[src/rtl/proc_cmd_pkg.sv]
// proc_cmd_pkg: command codes, request-type encodings and the channel
// state type shared by the proc command issuer and its channel timers.
package proc_cmd_pkg;

    localparam logic [4:0] CMD_NONE = 5'd0;
    localparam logic [4:0] CMD_REL  = 5'd1;
    localparam logic [4:0] CMD_EXT  = 5'd2;
    localparam logic [4:0] CMD_EVT  = 5'd3;

    localparam logic [1:0] REQ_REL = 2'd0;
    localparam logic [1:0] REQ_EXT = 2'd1;
    localparam logic [1:0] REQ_EVT = 2'd2;
    localparam logic [1:0] REQ_RSV = 2'd3;

    typedef enum logic [1:0] {
        IDLE  = 2'd0,
        ISSUE = 2'd1,
        WAIT  = 2'd2
    } ch_state_e;

    // Map a request type onto the command code driven on cmd_type_M.
    function automatic logic [4:0] type_to_cmd(input logic [1:0] t);
        case (t)
            REQ_REL: return CMD_REL;
            REQ_EXT: return CMD_EXT;
            REQ_EVT: return CMD_EVT;
            default: return CMD_NONE;
        endcase
    endfunction

endpackage

[src/rtl/proc_cmd_issuer_if.sv]
// proc_cmd_issuer_if: request handshake plus the command/time buses seen by
// the clock-gating consumer. The slave modport is the issuer; the master
// modport is the scheduler/consumer side. With PROC_CMD_ABORT_EN the
// per-channel abort/aborted signals are added.
interface proc_cmd_issuer_if #(
    parameter int PARA   = 2,
    parameter int NUM_CH = 2
);
    localparam int CH_W = (NUM_CH > 1) ? $clog2(NUM_CH) : 1;

    logic              req_valid;
    logic              req_ready;
    logic [1:0]        req_type;
    logic [CH_W-1:0]   req_ch;
    logic [PARA-1:0]   req_time;
    logic [4:0]        cmd_type_M;
    logic [PARA-1:0]   proc_rel_time [NUM_CH];
    logic [PARA-1:0]   proc_ext_time [NUM_CH];
    logic [PARA-1:0]   event_proc    [NUM_CH];
    logic [NUM_CH-1:0] done;
    logic [NUM_CH-1:0] busy;
    logic              ckg_ind;
`ifdef PROC_CMD_ABORT_EN
    logic [NUM_CH-1:0] abort;
    logic [NUM_CH-1:0] aborted;
`endif

    modport slave (
`ifdef PROC_CMD_ABORT_EN
        input  abort,
        output aborted,
`endif
        input  req_valid, req_type, req_ch, req_time,
        output req_ready, cmd_type_M, proc_rel_time, proc_ext_time,
        output event_proc, done, busy, ckg_ind
    );

    modport master (
`ifdef PROC_CMD_ABORT_EN
        output abort,
        input  aborted,
`endif
        output req_valid, req_type, req_ch, req_time,
        input  req_ready, cmd_type_M, proc_rel_time, proc_ext_time,
        input  event_proc, done, busy, ckg_ind
    );

endinterface

[src/rtl/proc_ch_timer.sv]
// proc_ch_timer: one channel's IDLE -> ISSUE -> WAIT wait tracker. The
// countdown stops at zero, so it never wraps. With PROC_CMD_ABORT_EN an
// abort input ends an active wait early, pulsing aborted instead of done.
module proc_ch_timer
    import proc_cmd_pkg::*;
#(
    parameter int PARA = 2
) (
    input  logic            clk,
    input  logic            rst,
    input  logic            start_i,
    input  logic [1:0]      type_i,
    input  logic [PARA-1:0] time_i,
`ifdef PROC_CMD_ABORT_EN
    input  logic            abort_i,
    output logic            aborted_o,
`endif
    output logic            issue_o,
    output logic [1:0]      type_o,
    output logic            done_o,
    output logic            busy_o,
    output logic            idle_o
);
    localparam logic [PARA-1:0] ONE = PARA'(1);

    ch_state_e       state_q, state_d;
    logic [PARA-1:0] count_q, count_d;
    logic [1:0]      type_q, type_d;
    logic            done_d;
`ifdef PROC_CMD_ABORT_EN
    logic            aborted_q, aborted_d;
`endif

    // Next state: load on start, one ISSUE cycle, count down, abort wins over done
    always_comb begin
        state_d = state_q;
        count_d = count_q;
        type_d  = type_q;
        done_d  = 1'b0;
`ifdef PROC_CMD_ABORT_EN
        aborted_d = 1'b0;
`endif
        case (state_q)
            IDLE: begin
                if (start_i) begin
                    state_d = ISSUE;
                    count_d = time_i;
                    type_d  = type_i;
                end
            end
            ISSUE: state_d = WAIT;
            WAIT: begin
                if (count_q == '0) begin
                    done_d  = 1'b1;
                    state_d = IDLE;
                end else begin
                    count_d = count_q - ONE;
                end
            end
            default: state_d = IDLE;
        endcase
`ifdef PROC_CMD_ABORT_EN
        if (abort_i && (state_q != IDLE)) begin
            state_d   = IDLE;
            count_d   = '0;
            done_d    = 1'b0;
            aborted_d = 1'b1;
        end
`endif
    end

    // State registers; reset drops any wait in progress without completing it
    always_ff @(posedge clk) begin
        if (rst) begin
            state_q <= IDLE;
            count_q <= '0;
            type_q  <= REQ_REL;
`ifdef PROC_CMD_ABORT_EN
            aborted_q <= 1'b0;
`endif
        end else begin
            state_q <= state_d;
            count_q <= count_d;
            type_q  <= type_d;
`ifdef PROC_CMD_ABORT_EN
            aborted_q <= aborted_d;
`endif
        end
    end

    assign issue_o = (state_q == ISSUE) && !rst;
    assign done_o  = done_d && !rst;
    assign type_o  = type_q;
    assign busy_o  = (state_q != IDLE);
    assign idle_o  = (state_q == IDLE);
`ifdef PROC_CMD_ABORT_EN
    assign aborted_o = aborted_q;
`endif

endmodule

[src/rtl/proc_cmd_issuer.sv]
// proc_cmd_issuer: command-issuing end of the proc wait-time interface.
// Arbitrates one request per cycle onto per-channel timers, drives the
// command strobe, the per-channel time arrays and the clock-gate hint.
// Optional feature macro: PROC_CMD_ABORT_EN (per-channel abort/aborted).
module proc_cmd_issuer
    import proc_cmd_pkg::*;
#(
    parameter int PARA   = 2,
    parameter int NUM_CH = 2
) (
    input logic              clk,
    input logic              rst,
    proc_cmd_issuer_if.slave bus
);
    logic [NUM_CH-1:0] ch_idle, ch_issue, ch_done, ch_busy, ch_start;
    logic [1:0]        ch_type [NUM_CH];
    logic              accept, ch_in_range;
    logic [4:0]        cmd;
    logic [PARA-1:0]   rel_time_q [NUM_CH];
    logic [PARA-1:0]   ext_time_q [NUM_CH];
    logic [PARA-1:0]   evt_time_q [NUM_CH];
    logic              ckg_q, ckg_d;
`ifdef PROC_CMD_ABORT_EN
    logic [NUM_CH-1:0] ch_aborted;
`endif

    // Ready only for a legal type on an in-range idle channel outside reset
    always_comb begin
        ch_in_range   = (int'(bus.req_ch) < NUM_CH);
        bus.req_ready = 1'b0;
        if (!rst && ch_in_range && (bus.req_type != REQ_RSV) && ch_idle[bus.req_ch])
            bus.req_ready = 1'b1;
`ifdef PROC_CMD_ABORT_EN
        if (ch_in_range && bus.abort[bus.req_ch])
            bus.req_ready = 1'b0;
`endif
    end

    assign accept = bus.req_valid && bus.req_ready;

    for (genvar g = 0; g < NUM_CH; g++) begin : g_ch
        assign ch_start[g] = accept && (int'(bus.req_ch) == g);

        proc_ch_timer #(.PARA(PARA)) u_timer (
            .clk      (clk),
            .rst      (rst),
            .start_i  (ch_start[g]),
            .type_i   (bus.req_type),
            .time_i   (bus.req_time),
`ifdef PROC_CMD_ABORT_EN
            .abort_i  (bus.abort[g]),
            .aborted_o(ch_aborted[g]),
`endif
            .issue_o  (ch_issue[g]),
            .type_o   (ch_type[g]),
            .done_o   (ch_done[g]),
            .busy_o   (ch_busy[g]),
            .idle_o   (ch_idle[g])
        );

        assign bus.proc_rel_time[g] = rel_time_q[g];
        assign bus.proc_ext_time[g] = ext_time_q[g];
        assign bus.event_proc[g]    = evt_time_q[g];
    end

    // At most one channel issues per cycle, so OR-ing the codes is a clean mux
    always_comb begin
        cmd = CMD_NONE;
        for (int c = 0; c < NUM_CH; c++) begin
            if (ch_issue[c])
                cmd = cmd | type_to_cmd(ch_type[c]);
        end
    end

    assign bus.cmd_type_M = cmd;

    // Time arrays are written at accept so the new value is visible in ISSUE
    always_ff @(posedge clk) begin
        if (rst) begin
            for (int c = 0; c < NUM_CH; c++) begin
                rel_time_q[c] <= '0;
                ext_time_q[c] <= '0;
                evt_time_q[c] <= '0;
            end
        end else if (accept) begin
            case (bus.req_type)
                REQ_REL: rel_time_q[bus.req_ch] <= bus.req_time;
                REQ_EXT: ext_time_q[bus.req_ch] <= bus.req_time;
                REQ_EVT: evt_time_q[bus.req_ch] <= bus.req_time;
                default: ;
            endcase
        end
    end

    assign ckg_d = (&ch_idle) && !bus.req_valid;

    // Clock may be gated one cycle after every channel is idle with no request
    always_ff @(posedge clk) begin
        if (rst)
            ckg_q <= 1'b1;
        else
            ckg_q <= ckg_d;
    end

    assign bus.ckg_ind = ckg_q;
    assign bus.done    = ch_done;
    assign bus.busy    = ch_busy;
`ifdef PROC_CMD_ABORT_EN
    assign bus.aborted = ch_aborted;
`endif

endmodule

[src/flat_wrapper.sv]
// flat-port wrapper written by rule: the top's interface ports become plain ports
module proc_cmd_issuer_flat import proc_cmd_pkg::*;
#(
    parameter int PARA   = 2,
    parameter int NUM_CH = 2
)
  (clk, rst, bus_req_valid, bus_req_type, bus_req_ch, bus_req_time, bus_req_ready, bus_cmd_type_M, bus_proc_rel_time, bus_proc_ext_time, bus_event_proc, bus_done, bus_busy, bus_ckg_ind);
  proc_cmd_issuer_if #(.PARA(PARA), .NUM_CH(NUM_CH)) bus_i ();
  input logic clk;
  input logic rst;
  input wire logic [$bits(bus_i.req_valid)-1:0] bus_req_valid;
  input wire logic [$bits(bus_i.req_type)-1:0] bus_req_type;
  input wire logic [$bits(bus_i.req_ch)-1:0] bus_req_ch;
  input wire logic [$bits(bus_i.req_time)-1:0] bus_req_time;
  output wire logic [$bits(bus_i.req_ready)-1:0] bus_req_ready;
  output wire logic [$bits(bus_i.cmd_type_M)-1:0] bus_cmd_type_M;
  output wire logic [$bits(bus_i.proc_rel_time)-1:0] bus_proc_rel_time;
  output wire logic [$bits(bus_i.proc_ext_time)-1:0] bus_proc_ext_time;
  output wire logic [$bits(bus_i.event_proc)-1:0] bus_event_proc;
  output wire logic [$bits(bus_i.done)-1:0] bus_done;
  output wire logic [$bits(bus_i.busy)-1:0] bus_busy;
  output wire logic [$bits(bus_i.ckg_ind)-1:0] bus_ckg_ind;
  assign bus_i.req_valid = bus_req_valid;
  assign bus_i.req_type = bus_req_type;
  assign bus_i.req_ch = bus_req_ch;
  assign bus_i.req_time = bus_req_time;
  assign bus_req_ready = bus_i.req_ready;
  assign bus_cmd_type_M = bus_i.cmd_type_M;
  assign bus_proc_rel_time = {>>{bus_i.proc_rel_time}};
  assign bus_proc_ext_time = {>>{bus_i.proc_ext_time}};
  assign bus_event_proc = {>>{bus_i.event_proc}};
  assign bus_done = bus_i.done;
  assign bus_busy = bus_i.busy;
  assign bus_ckg_ind = bus_i.ckg_ind;
  proc_cmd_issuer #(.PARA(PARA), .NUM_CH(NUM_CH)) u_core (.clk(clk), .rst(rst), .bus(bus_i));
endmodule
[config.mk]
export PLATFORM = sky130hd
export DESIGN_NAME = proc_cmd_issuer_flat
export DESIGN_NICKNAME = d
export VERILOG_FILES = /design/src/rtl/proc_cmd_pkg.sv /design/src/rtl/proc_cmd_issuer_if.sv /design/src/rtl/proc_ch_timer.sv /design/src/rtl/proc_cmd_issuer.sv /design/src/flat_wrapper.sv
export SDC_FILE = /design/constraint.sdc
export NUM_CORES = 1
export LEC_CHECK = 0
export CAP_MARGIN = 20
export CORE_MARGIN = 1.5
export CORE_UTILIZATION = 40
export DETAILED_ROUTE_END_ITERATION = 7
export MAX_ROUTING_LAYER = met4
export PLACE_DENSITY = 0.67
export SLEW_MARGIN = 20
export SYNTH_ARGS = -nofsm -noshare
export SYNTH_HDL_FRONTEND = slang
export SYNTH_SLANG_ARGS = --single-unit
[constraint.sdc]
create_clock -name clk -period 2.58 [get_ports clk]
set_clock_uncertainty 0.15 [all_clocks]
set_input_delay 0.774 -clock clk [delete_from_list [all_inputs] [get_ports clk]]
set_output_delay 0.774 -clock clk [all_outputs]
set_load 0.02 [all_outputs]
run_1/pins.png
Pins as bars across the die edge, other pins in grey.
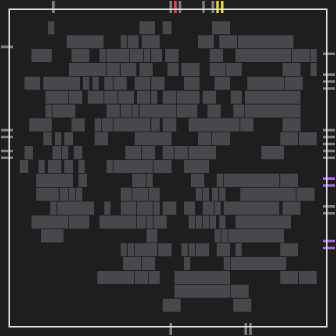
| port | colour | pins | direction | edge |
|---|---|---|---|---|
| `bus_req_time` | yellow | 2 | input | top |
| `bus_req_ready` | red | 1 | output | top |
| `bus_proc_ext_time` | purple | 4 | output | right |

run_1/gate_families.png
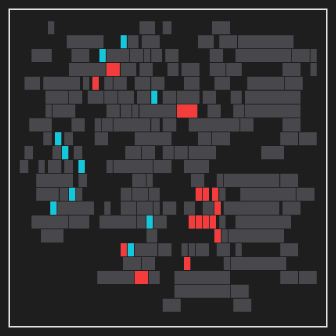
| family | colour | cells |
|---|---|---|
| NAND gates | red | 15 |
| inverters | cyan | 10 |

==> Changelog: implementation, run 1 <==
## Implementation

* Status: completed
* Die width at 62.0 um
* Avg WL per Cell at 12.9 um
* Chip Area at 0.00384 sq mm
* Critical Path Source: rst
* Total number of clock tree sinks at 25
* Routability congestion estimate at 0.839
* FFs w/ async S/R, synth at 0%
* H-tree depth at 1
* I/O pin count at 31
* Sequential element share of the synthesized area at 44.6%
* Vias/cell at 5.02
* Post-route ant nets at 0
* Main flop type: dfxtp_1
* R2R Path End: u_core.rel_time_q[1][1]
* DIE HEIGHT at 62.0 um
* Drt drc at 0
* FP Core Util at 41.7%
* Worst Hold Depth at 2
* Grt ovf at 0
* Final Hold Vio Count at 0
* Crit path cell chain: dlygate4sd2_1 > inv_2 > and3_1 > clkdlybuf4s15_1
* Log Warnings at 28
* Hold EP: u_core.g_ch[0].u_timer.count_q[1]
* Slew Limit Fails at 0
* CP startpoint kind: input port
* Crit-path max cell delay at 0.29 ns
* CP required at 1.66 ns
* # Post-CTS Setup Buffers at 0
* Setup CP Type: in2out
* Num CTS Buffers at 3
* CP arrival at 1.62 ns
* Iteration-0 DRC Markers at 23
* Clock slew at the register clock pins of the worst setup and hold paths at 0.14 ns
* Critical path capture point type: output pin
* Leakage Power at 0.739 nW
* GR Util met2 at 31.0%
* R2r startpoint: u_core.g_ch[1].u_timer.state_q[1]
* Worst hold start: u_core.g_ch[0].u_timer.count_q[1]
* # rows at 21
* Layout cells sized above 1 at 17.8%
* Yosys cell types at 37
* CTS tree: yes
* Crit-path slowest cell: dlygate4sd2_1
* Max Fanout on Critical Path at 4
* 1st-pass router iterations at 4
* Fin crit period at 2.54 ns
* Syn Area/Cell at 9.87 sq um
* Vias at 1,135
* Crit path to: bus_done[0]
* Chip Area, Yosys at 0.00139 sq mm
* Yosys cell count at 141
* Most numerous logic cells after layout: 19 x nor2_1, 17 x clkdlybuf4s50_1, 17 x buf_4
* Final nets at 195
* Max Cap Viol at 0
* Final Total Pwr at 780 uW
* Root Driver: clkbuf_4
* Core box area at 0.00334 sq mm
* Power per cell area at 435 mW/mm^2
* Met3 Usage GRT at 2.48%
* Commonest Layout Cell: nor2_1
* Ant. Diodes at 0
* Initial antenna violation count at 0
* I/O Buffers at 27
* Post-synth EDFFs at 12
* Max Clk Rate at 394 MHz
* Hold Path Class: reg2reg
* Clk latency late pin at 0.32 ns
* Global Route met1 Usage at 19.4%
* Sum Neg Setup Slack at 0 ns
* First-pass GRT wire length at 4660 um
* Ys Warns at 0
* Pin count of the biggest net entering global routing at 15
* Total track usage at 17.0%
* Mapped Area at 0.00139 sq mm
* Ys flops at 25
* Vias in the first global route at 1,081
* Synth Instances at 141
* Final Cycle Share at 98.4%
* DP Wirelength at 2300 um
* RSZ-0062 raised after global routing: false
* Bufs on Longest Clock Path at 2
* Worst R2R Path Depth at 3
* R2R Setup Slk at 0.77 ns
* Area Growth Syn to Fin at 29.0%
* Final wirelength at 2910 um
* Max rail drop VDD at 255 uV
* Setup violations, final at 0
* Gr busiest metal: met2
run_1/pdn.png
Pins as bars on the die edge.
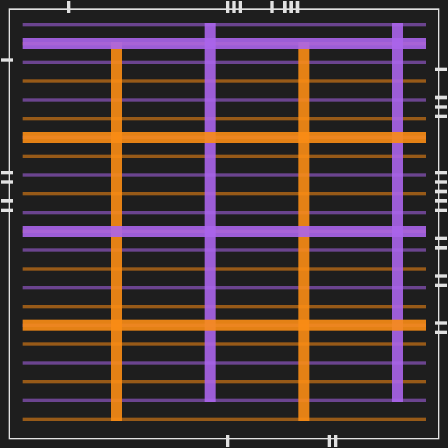
| net | colour |
|---|---|
| VSS | orange |
| VDD | purple |
met1 rails: 22
rows: 21
signal pins: 31
met4 straps: 4
met5 straps: 4

-- run 1: kinds of logic (layout without fill, tap and decap cells) --
logic type                 after synthesis  count (layout)  share of synthesized area [%]
AOI/OAI and AO/OA                       24              24                           13.9
adders and majority gates                6               6                           5.40
buffers and inverters                   20              57                           7.82
DFF                                     25              25                           44.6
muxes                                    5               5                           3.60
other                                    1               3                          0.270
and+or+nand+nor                         60              60                           24.4
-- run 1: power breakdown --
group,switching (mW),internal (mW),total (mW),leakage (nW)
clock,0.115,0.0579,0.173,0.0177
sequential,0.0107,0.433,0.444,0.232
combinational,0.0893,0.0736,0.163,0.489
total,0.215,0.565,0.780,0.739
-- run 1: registers in the layout, indices dropped and copies added, names as in the netlist --
signal,flops
u_core.g_ch.u_timer.count_q,4
u_core.bus.ckg_ind,1
u_core.ext_time_q,4
u_core.evt_time_q,4
u_core.g_ch.u_timer.state_q,4
u_core.g_ch.u_timer.type_o,4
u_core.rel_time_q,4
-- run 1: worst max-delay path: cells and delay by family --
family / cells / cell delay (ns)
buffers and inverters: 3 / 0.69
AND/OR/NAND/NOR: 1 / 0.15
-- run 1: area by class of cell --
cell class / instances / area (sq um)
clock buffer: 3 / 22.5
clock inverter: 1 / 5.00
inverter: 10 / 37.5
timing repair buffer: 43 / 374
multi-input combinational: 98 / 676
sequential: 25 / 622
fill: 311 / 1540
tap: 46 / 57.6
-- run 1: synthesized netlist by cell type (2+ instances only) --
master,n,area share [%]
and4_1,2,1.3
o21ai_0,2,0.72
mux2i_1,5,3.6
and2_1,3,1.3
edfxtp_1,12,26
clkbuf_1,2,0.54
nor2b_1,7,3.1
o2111ai_1,4,2.5
nand2_1,12,3.2
buf_4,7,3.8
o21ai_1,2,0.72
ha_1,6,5.4
or3b_1,2,1.3
a21o_1,2,1.1
and3_1,4,1.8
o221a_1,2,1.6
dfxtp_1,13,19
inv_1,9,2.4
o211ai_1,4,2.2
nor3_1,2,0.72
nand3b_1,2,1.1
nor2_1,19,5.1
a21oi_1,4,1.4
-- run 1: metal layers --
layer,up-vias,wire [um]
met5,-,0
met4,0,20
met3,2,84
met2,26,1490
met1,540,1310
li1,567,-
-- run 1: repair_timing --
item                                    in CTS  in global routing
hold buffers                                 0                  0
resized                                     16                  9
endpoints found under the setup margin       5                  6
pin swaps                                    1                  1
hold endpoints to repair                     0                  0
-- run 1: metrics by stage --
stage | hold WS (ns) | cell area [sq um] | instances | setup WS (ns) | util, %
2_1_floorplan | 0.285 | 1400 | 143 | 0.228 | -
3_3_place_gp | 0.297 | 1780 | 222 | -0.523 | 53.2
3_5_place_dp | 0.306 | 1780 | 222 | -0.562 | 53.2
4_1_cts | 0.324 | 1800 | 226 | 0.00231 | 53.9
5_1_grt | 0.360 | 1790 | 226 | 0.0116 | 53.8
6_report | 0.317 | 1790 | 226 | 0.0407 | 53.8
==> run 2: changes to the inputs <==
--- a/config.mk
+++ b/config.mk
@@ -7,10 +7,10 @@
 export LEC_CHECK = 0
 export CAP_MARGIN = 20
 export CORE_MARGIN = 1.5
-export CORE_UTILIZATION = 40
+export CORE_UTILIZATION = 47
 export DETAILED_ROUTE_END_ITERATION = 7
 export MAX_ROUTING_LAYER = met4
-export PLACE_DENSITY = 0.67
+export PLACE_DENSITY = 0.76
 export SLEW_MARGIN = 20
 export SYNTH_ARGS = -nofsm -noshare
 export SYNTH_HDL_FRONTEND = slang
==> constraint.sdc (replaced) <==
create_clock -name clk -period 2.58 [get_ports clk]
set_clock_uncertainty 0.15 [all_clocks]
set_input_delay 0.516 -clock clk [delete_from_list [all_inputs] [get_ports clk]]
set_output_delay 0.516 -clock clk [all_outputs]
set_load 0.02 [all_outputs]
run_2/final_clocks.png
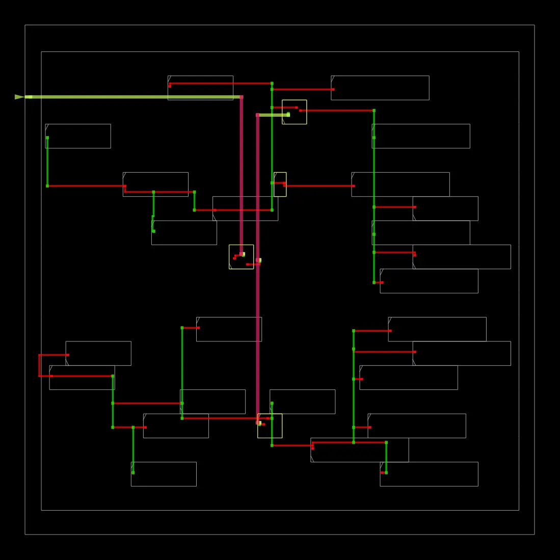
Seq Cell Count: 25
Num CTS Buffers: 3

==> run 2 against run 1 <==
Compared with the run above: non-clock buffer count decreased by 4; sequential power about the same; sequential share of layout area increased by 0.72 points; routed wire length increased by 0.45%; core utilization increased by 9.3 points; highest routed layer unchanged.
==> Changelog: implementation, run 2 <==
## Implementation

* Fin crit period at 2.34 ns (was 2.54 ns)
* H-tree depth at 1 (unchanged)
* Yosys cell count at 141 (unchanged)
* R2R Setup Slk at 0.78 ns (was 0.77 ns)
* Crit path cell chain: clkdlybuf4s50_1 > buf_4 > a21oi_1 > dlygate4sd2_1 (was dlygate4sd2_1 > inv_2 > and3_1 > clkdlybuf4s15_1)
* Final Total Pwr at 784 uW (was 780 uW)
* Crit path to: bus_cmd_type_M[0] (was bus_done[0])
* Setup violations, final at 0 (unchanged)
* I/O pin count at 31 (unchanged)
* First-pass GRT wire length at 4950 um (was 4660 um)
* Setup CP Type: in2out (unchanged)
* Vias at 1,133 (was 1,135)
* Ys flops at 25 (unchanged)
* Xor/xnor share at 0% (unchanged)
* Top layer in use: met4 (unchanged)
* Log Warnings at 28 (unchanged)
* Die width at 57.4 um (was 62.0 um)
* Filler cell count at 247 (was 311)
* Commonest Layout Cell: clkdlybuf4s50_1 (was nor2_1)
* Status: completed (unchanged)
* Bufs on Longest Clock Path at 2 (unchanged)
* Hold Path Class: reg2reg (unchanged)
* Vias in the first global route at 1,078 (was 1,081)
* Initial antenna violation count at 0 (unchanged)
* Crit-path max cell delay at 0.49 ns (was 0.29 ns)
* Final Cycle Share at 90.9% (was 98.4%)
* DP Wirelength at 2210 um (was 2300 um)
* Synth area leader: edfxtp_1 (unchanged)
* Avg WL per Cell at 14.1 um (was 12.9 um)
* Total number of clock tree sinks at 25 (unchanged)
* Post-route ant nets at 0 (unchanged)
* Clock slew at the register clock pins of the worst setup and hold paths at 0.14 ns (about the same)
* DIE HEIGHT at 57.4 um (was 62.0 um)
* CP required at 1.91 ns (was 1.66 ns)
* Top area cell types: edfxtp_1 26%, dfxtp_1 19%, ha_1 5.4%, nor2_1 5.1%, buf_4 3.8% (unchanged)
* Ys Warns at 0 (unchanged)
* Chip Area, Yosys at 0.00139 sq mm (unchanged)
* Max Fanout on Critical Path at 8 (was 4)
* Clk latency late pin at 0.32 ns (about the same)
* Max Cap Viol at 0 (unchanged)
* Post-synth top cells: 19 x nor2_1, 13 x dfxtp_1, 12 x edfxtp_1, 12 x nand2_1, 9 x inv_1 (unchanged)
* Aoi share at 13.9% (unchanged)
* RSZ-0062 raised after global routing: false (unchanged)
* Synth top area share at 25.9% (unchanged)
* Worst R2R Path Depth at 3 (unchanged)
* Critical path capture point type: output pin (unchanged)
* Mux cell area share at 3.60% (unchanged)
* Drt drc at 0 (unchanged)
* Layout cells sized above 1 at 11.9% (was 17.8%)
* Power per cell area at 447 mW/mm^2 (was 435 mW/mm^2)
* Syn Area/Cell at 9.87 sq um (unchanged)
* Sum Neg Setup Slack at 0 ns (unchanged)
* Crit-path slowest cell: clkdlybuf4s50_1 (was dlygate4sd2_1)
* 1st-pass router iterations at 4 (unchanged)
* Core box area at 0.00278 sq mm (was 0.00334 sq mm)
* Synth Area in Adders at 5.40% (unchanged)
* Main flop type: dfxtp_1 (unchanged)
* Total track usage at 20.2% (was 17.0%)
* I/O Buffers at 27 (unchanged)
* Yosys cell types at 37 (unchanged)
* Critical Path Source: rst (unchanged)
* Most numerous logic cells after layout: 22 x clkdlybuf4s50_1, 19 x nor2_1, 13 x dfxtp_1 (was 19 x nor2_1, 17 x clkdlybuf4s50_1, 17 x buf_4)
* CP startpoint kind: input port (unchanged)
* Chip Area at 0.00330 sq mm (was 0.00384 sq mm)
* Slew Limit Fails at 0 (unchanged)
* WL met2 at 1440 um (was 1490 um)
* Root Driver: clkbuf_4 (unchanged)
* # rows at 19 (was 21)
* Post-cts hold-fix buffer tally at 0 (unchanged)
* Synth Area in Simple Gates at 24.4% (unchanged)
* CTS tree: yes (unchanged)
* R2R Path End: u_core.rel_time_q[1][0] (was u_core.rel_time_q[1][1])
* Routability congestion estimate at 0.861 (was 0.839)
* CP arrival at 1.68 ns (was 1.62 ns)
* Leakage Power at 0.715 nW (was 0.739 nW)
* Grt ovf at 0 (unchanged)
* Iteration-0 DRC Markers at 21 (was 23)
* Final nets at 191 (was 195)
* FP Core Util at 50.0% (was 41.7%)
* Wire length on met3 at 112 um (was 84 um)
* Max Clk Rate at 427 MHz (was 394 MHz)
* Ant. Diodes at 0 (unchanged)
* Dominant comb cell: simple AND/OR/NAND/NOR gates (unchanged)
* Final Hold Vio Count at 0 (unchanged)
* Pin count of the biggest net entering global routing at 14 (was 15)
* Vias/cell at 5.47 (was 5.02)
* Mapped Area at 0.00139 sq mm (unchanged)
* Sequential element share of the synthesized area at 44.6% (unchanged)
* R2r startpoint: u_core.g_ch[1].u_timer.state_q[1] (unchanged)
* Synth Instances at 141 (unchanged)
* Area Growth Syn to Fin at 26.1% (was 29.0%)
* Synth top cell by count: nor2_1 (unchanged)
* Post-synth EDFFs at 12 (unchanged)
* Final wirelength at 2920 um (was 2910 um)
* Post-Route M1 WL at 1300 um (was 1310 um)
* Max rail drop VDD at 316 uV (was 255 uV)
* FFs w/ async S/R, synth at 0% (unchanged)
run_2/gate_families.png
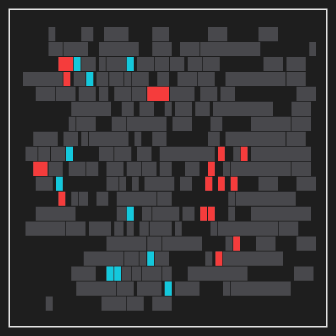
| family | colour | cells |
|---|---|---|
| inverters | cyan | 10 |
| NAND gates | red | 15 |

-- run 2: routing by layer --
metal | track usage (%) | up-vias
li1 | - | 561
met3 | 2.95 | 7
met2 | 31.8 | 34
met5 | - | -
met4 | 9.63 | 0
met1 | 25.4 | 531
-- run 2: worst min path at each step --
stage / start / slack (ns) / cells past startpoint / end
after floorplan: u_core.g_ch[0].u_timer.count_q[1] / 0.28 / 2 / u_core.g_ch[0].u_timer.count_q[1]
after global placement: u_core.g_ch[1].u_timer.count_q[1] / 0.30 / 2 / u_core.g_ch[1].u_timer.count_q[1]
final: u_core.g_ch[1].u_timer.count_q[1] / 0.32 / 2 / u_core.g_ch[1].u_timer.count_q[1]
after detailed placement: u_core.g_ch[1].u_timer.count_q[1] / 0.31 / 2 / u_core.g_ch[1].u_timer.count_q[1]
after global routing: u_core.g_ch[1].u_timer.count_q[1] / 0.33 / 2 / u_core.g_ch[1].u_timer.count_q[1]
after CTS: u_core.g_ch[1].u_timer.count_q[1] / 0.33 / 2 / u_core.g_ch[1].u_timer.count_q[1]
-- run 2: what timing repair did --
| action | CTS | global route |
|---|---|---|
| setup endpoints to repair | 3 | 1 |
| pin swaps | 0 | 0 |
| buffers inserted | 0 | 0 |
| resized | 5 | 1 |
-- run 2: kinds of logic after synthesis --
logic type               count (synthesis)
adder cells (fa/ha/maj)                  6
other                                    1
multiplexers                             5
AND-OR/OR-AND                           24
AND/OR/NAND/NOR                         60
buffers and inverters                   20
flip-flops                              25
-- run 2: final cells by class --
type	instances	area (sq um)	area share [%]
clock buffers	4	26.3	1.50
inverters	10	37.5	2.14
multi-input cells	98	673	38.4
flip-flops and latches	25	621	35.4
well taps	31	38.8	2.21
repair buffers	39	358	20.4
-- run 2: power by group --
part | total, mW | switching (mW) | internal [mW]
Sequential | 0.444 | 0.0109 | 0.433
Clock | 0.178 | 0.117 | 0.0606
Combinational | 0.161 | 0.0886 | 0.0727
-- run 2: worst max-delay path: cells and delay by family --
kind	cells	cell delay [ns]
compound gates	1	0.11
buf+inv	3	1.04
-- run 2: through the flow --
step           setup slack (ns)  util (%)  cell area, sq um  hold WS [ns]  cells
6_report                  0.236      63.1              1750         0.322    207
5_1_grt                   0.111      63.1              1750         0.335    207
4_1_cts                 0.00392      63.0              1750         0.328    207
3_5_place_dp            -0.0989      62.1              1730         0.309    203
3_3_place_gp            -0.0848      62.1              1730         0.296    203
2_1_floorplan             0.744         -              1400         0.285    143
==> run 3: changes to the inputs <==
--- a/config.mk
+++ b/config.mk
@@ -11,6 +11,7 @@
 export DETAILED_ROUTE_END_ITERATION = 7
 export MAX_ROUTING_LAYER = met4
 export PLACE_DENSITY = 0.76
+export SETUP_SLACK_MARGIN = 0.1
 export SLEW_MARGIN = 20
 export SYNTH_ARGS = -nofsm -noshare
 export SYNTH_HDL_FRONTEND = slang
==> constraint.sdc (replaced) <==
create_clock -name clk -period 2.8 [get_ports clk]
set_clock_uncertainty 0.15 [all_clocks]
set_input_delay 0.56 -clock clk [delete_from_list [all_inputs] [get_ports clk]]
set_output_delay 0.56 -clock clk [all_outputs]
set_load 0.02 [all_outputs]
run_3/final_clocks.png
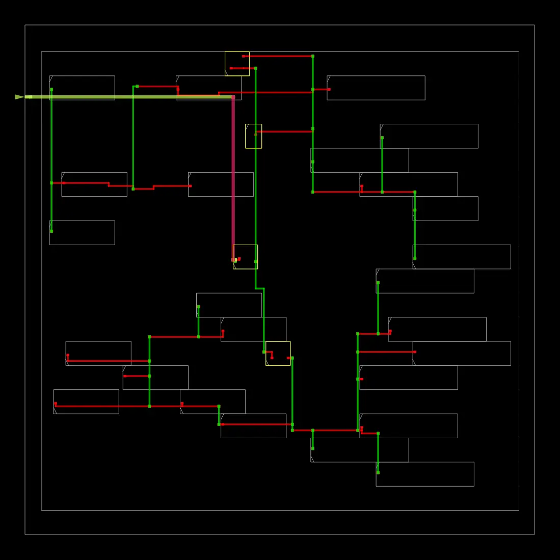
clock-net power: 166 uW
total number of clock tree sinks: 25

==> run 3 against run 2 <==
Compared with the run above: flip-flop count unchanged; via count decreased by 1.4%; power decreased by 7.7%; synthesized area unchanged; synthesized cell count unchanged; hold slack got worse by 0.0041 ns; routed wire length increased by 1.7%.
==> Changelog: implementation, run 3 <==
## Implementation

* Post-cts hold-fix buffer tally at 0 (unchanged)
* Most numerous logic cells after layout: 22 x clkdlybuf4s50_1, 19 x nor2_1, 13 x dfxtp_1 (unchanged)
* Pin count of the biggest net entering global routing at 15 (was 14)
* I/O pin count at 31 (unchanged)
* Yosys cell count at 141 (unchanged)
* Yosys cell types at 37 (unchanged)
* FFs w/ async S/R, synth at 0% (unchanged)
* RSZ-0062 raised after global routing: false (unchanged)
* Max rail drop VDD at 283 uV (was 316 uV)
* Slew Limit Fails at 0 (unchanged)
* Hold Path Class: reg2reg (unchanged)
* Vias/cell at 5.48 (was 5.47)
* Ys Warns at 0 (unchanged)
* Syn Area/Cell at 9.87 sq um (unchanged)
* Vias at 1,117 (was 1,133)
* Layout cells sized above 1 at 11.6% (was 11.9%)
* H-tree depth at 1 (unchanged)
* Clock slew at the register clock pins of the worst setup and hold paths at 0.14 ns (about the same)
* Power share of the combinational group at 20.4% (was 20.6%)
* Pre-CTS setup slack at 0.0387 ns (was -0.0989 ns)
* P_int at 519 uW (was 567 uW)
* Final wirelength at 2970 um (was 2920 um)
* Worst hold margin at 0.318 ns (was 0.322 ns)
* CP required at 2.09 ns (was 1.91 ns)
* Critical path's top delay family: buffers and inverters (unchanged)
* Power per cell area at 414 mW/mm^2 (was 447 mW/mm^2)
* Final Worst Setup Slack at 0.294 ns (was 0.236 ns)
* Ant. Diodes at 0 (unchanged)
* Sum Neg Setup Slack at 0 ns (unchanged)
* Log Warnings at 29 (was 28)
* CP arrival at 1.80 ns (was 1.68 ns)
* Filler cell count at 242 (was 247)
* Setup CP Type: in2out (unchanged)
* Post-synth EDFFs at 12 (unchanged)
* First-pass GRT wire length at 4860 um (was 4950 um)
* Net Sw Frac at 28.3% (was 27.7%)
* Leakage Power at 0.739 nW (was 0.715 nW)
* Synth Area in Adders at 5.40% (unchanged)
* Post-route cell area at 0.00175 sq mm (about the same)
* Area after DPL at 0.00170 sq mm (was 0.00173 sq mm)
* Core box area at 0.00278 sq mm (unchanged)
* # Post-CTS Setup Buffers at 0 (unchanged)
* Chip Area, Yosys at 0.00139 sq mm (unchanged)
* Die width at 57.4 um (unchanged)
* Max Clk Rate at 399 MHz
* Initial antenna violation count at 0 (unchanged)
* Fin crit period at 2.51 ns
* Critical path capture point type: output pin (unchanged)
* Max Fanout on Critical Path at 8 (unchanged)
* Chip Area at 0.00330 sq mm (unchanged)
* Sequential element share of the synthesized area at 44.6% (unchanged)
* Total track usage at 20.0% (was 20.2%)
* Aoi share at 13.9% (unchanged)
* Routability congestion estimate at 0.881 (was 0.861)
* Synth Instances at 141 (unchanged)
* Dominant comb cell: simple AND/OR/NAND/NOR gates (unchanged)
* Status: completed (unchanged)
* Grt ovf at 0 (unchanged)
* Clock power share at 23.0% (was 22.7%)
* Root Driver: clkbuf_4 (unchanged)
* Commonest Layout Cell: clkdlybuf4s50_1 (unchanged)
* Crit path cell chain: clkdlybuf4s50_1 > buf_4 > a21oi_1 > dlygate4sd2_1 (unchanged)
* Iteration-0 DRC Markers at 53 (was 21)
* Synth area leader: edfxtp_1 (unchanged)
* CP startpoint kind: input port (unchanged)
* Top area cell types: edfxtp_1 26%, dfxtp_1 19%, ha_1 5.4%, nor2_1 5.1%, buf_4 3.8% (unchanged)
* Crit-path max cell delay at 0.50 ns (was 0.49 ns)
* Xor/xnor share at 0% (unchanged)
* Number of buffers and inverters on the critical path at 3 (unchanged)
* Mux cell area share at 3.60% (unchanged)
* FP Core Util at 50.0% (unchanged)
* Avg WL per Cell at 14.6 um (was 14.1 um)
* Final Hold Vio Count at 0 (unchanged)
* Crit-path slowest cell: clkdlybuf4s50_1 (unchanged)
* Net switching power at 204 uW (was 217 uW)
* CTS tree: yes (unchanged)
* Clk latency late pin at 0.32 ns (about the same)
* Mapped Area at 0.00139 sq mm (unchanged)
* Synth top area share at 25.9% (unchanged)
* Drt drc at 0 (unchanged)
* Synth Area in Simple Gates at 24.4% (unchanged)
* DP Wirelength at 2250 um (was 2210 um)
* Post-synth top cells: 19 x nor2_1, 13 x dfxtp_1, 12 x edfxtp_1, 12 x nand2_1, 9 x inv_1 (unchanged)
* Final nets at 188 (was 191)
* Bufs on Longest Clock Path at 2 (unchanged)
* 1st-pass router iterations at 4 (unchanged)
* Vias in the first global route at 1,028 (was 1,078)
* Main flop type: dfxtp_1 (unchanged)
* Synth top cell by count: nor2_1 (unchanged)
* Ys flops at 25 (unchanged)
* DIE HEIGHT at 57.4 um (unchanged)
* Sequential Power Share at 56.6% (was 56.7%)
* Post-route ant nets at 0 (unchanged)
* R2R Setup Slk at 0.99 ns (was 0.78 ns)
* I/O Buffers at 27 (unchanged)
* Final Cycle Share at 89.5%
* # rows at 19 (unchanged)
* Num CTS Buffers at 3 (unchanged)
* Area Growth Syn to Fin at 25.5% (was 26.1%)
* Setup violations, final at 0 (unchanged)
* Max Cap Viol at 0 (unchanged)
run_3/gate_families.png
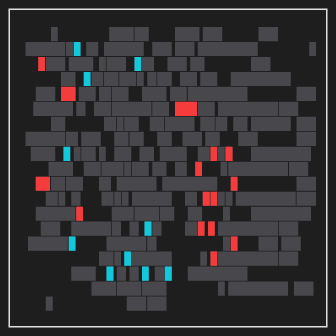
| family | colour | cells |
|---|---|---|
| inverters | cyan | 10 |
| NAND gates | red | 15 |

## run 3: cell counts after synthesis
Identical to the previous run, type by type.
## run 3: cells by family after synthesis
| group | count (synthesis) |
|---|---|
| buf+inv | 20 |
| mux | 5 |
| compound gates | 24 |
| fa+ha+maj | 6 |
| simple gates | 60 |
| flops | 25 |
| other cells | 1 |
## run 3: routing by layer
metal  global-route usage, %  routed length, um  up-vias
met4                    8.64                 18        0
met5                       -                  0        -
met1                    24.0               1270      525
met3                    3.63                127        2
li1                        -                  -      556
met2                    32.6               1560       34
## run 3: final cells by class
class	count	area, sq um	area share (%)
repair buffers	36	347	19.8
clock inverters	1	5.00	0.287
well taps	31	38.8	2.22
inverters	10	37.5	2.15
flip-flops and latches	25	621	35.5
clock buffers	3	22.5	1.29
multi-input cells	98	676	38.7
## run 3: through the flow
step,util [%],total power [mW],std cells
floorplan,-,0.503,143
global placement,61.3,0.560,200
detailed placement,61.3,0.564,200
CTS,62.3,0.726,204
global route,62.8,0.756,204
finish,62.8,0.723,204
## run 3: timing repair
action | in CTS | in global routing
gates resized | 2 | 5
setup endpoints to repair | 2 | 4
cloned | 0 | 0
## run 3: path summary, 6_finish.rpt
path / cells after the start / to / start
setup reg to reg: 3 / u_core.rel_time_q[1][0] / u_core.g_ch[1].u_timer.state_q[1]
hold reg to reg: 2 / u_core.g_ch[1].u_timer.count_q[1] / u_core.g_ch[1].u_timer.count_q[1]
setup / recovery: 4 / bus_cmd_type_M[0] / rst
hold / removal: 2 / u_core.g_ch[1].u_timer.count_q[1] / u_core.g_ch[1].u_timer.count_q[1]
## run 3: tightest hold or removal path, delay by kind of cell (launching register included)
kind          cells  cell delay [ns]
flops             1             0.34
simple gates      1             0.05
mux               1             0.05
## run 3: power by group through the flow
stage	registers, mW	logic [mW]	clock network, mW
global route	0.411	0.161	0.184
detailed placement	0.417	0.147	0
global placement	0.417	0.143	0
finish	0.409	0.147	0.166
floorplan	0.428	0.0752	0
CTS	0.409	0.148	0.169
No activity file was given, so power comes from the tool's default toggle rates.
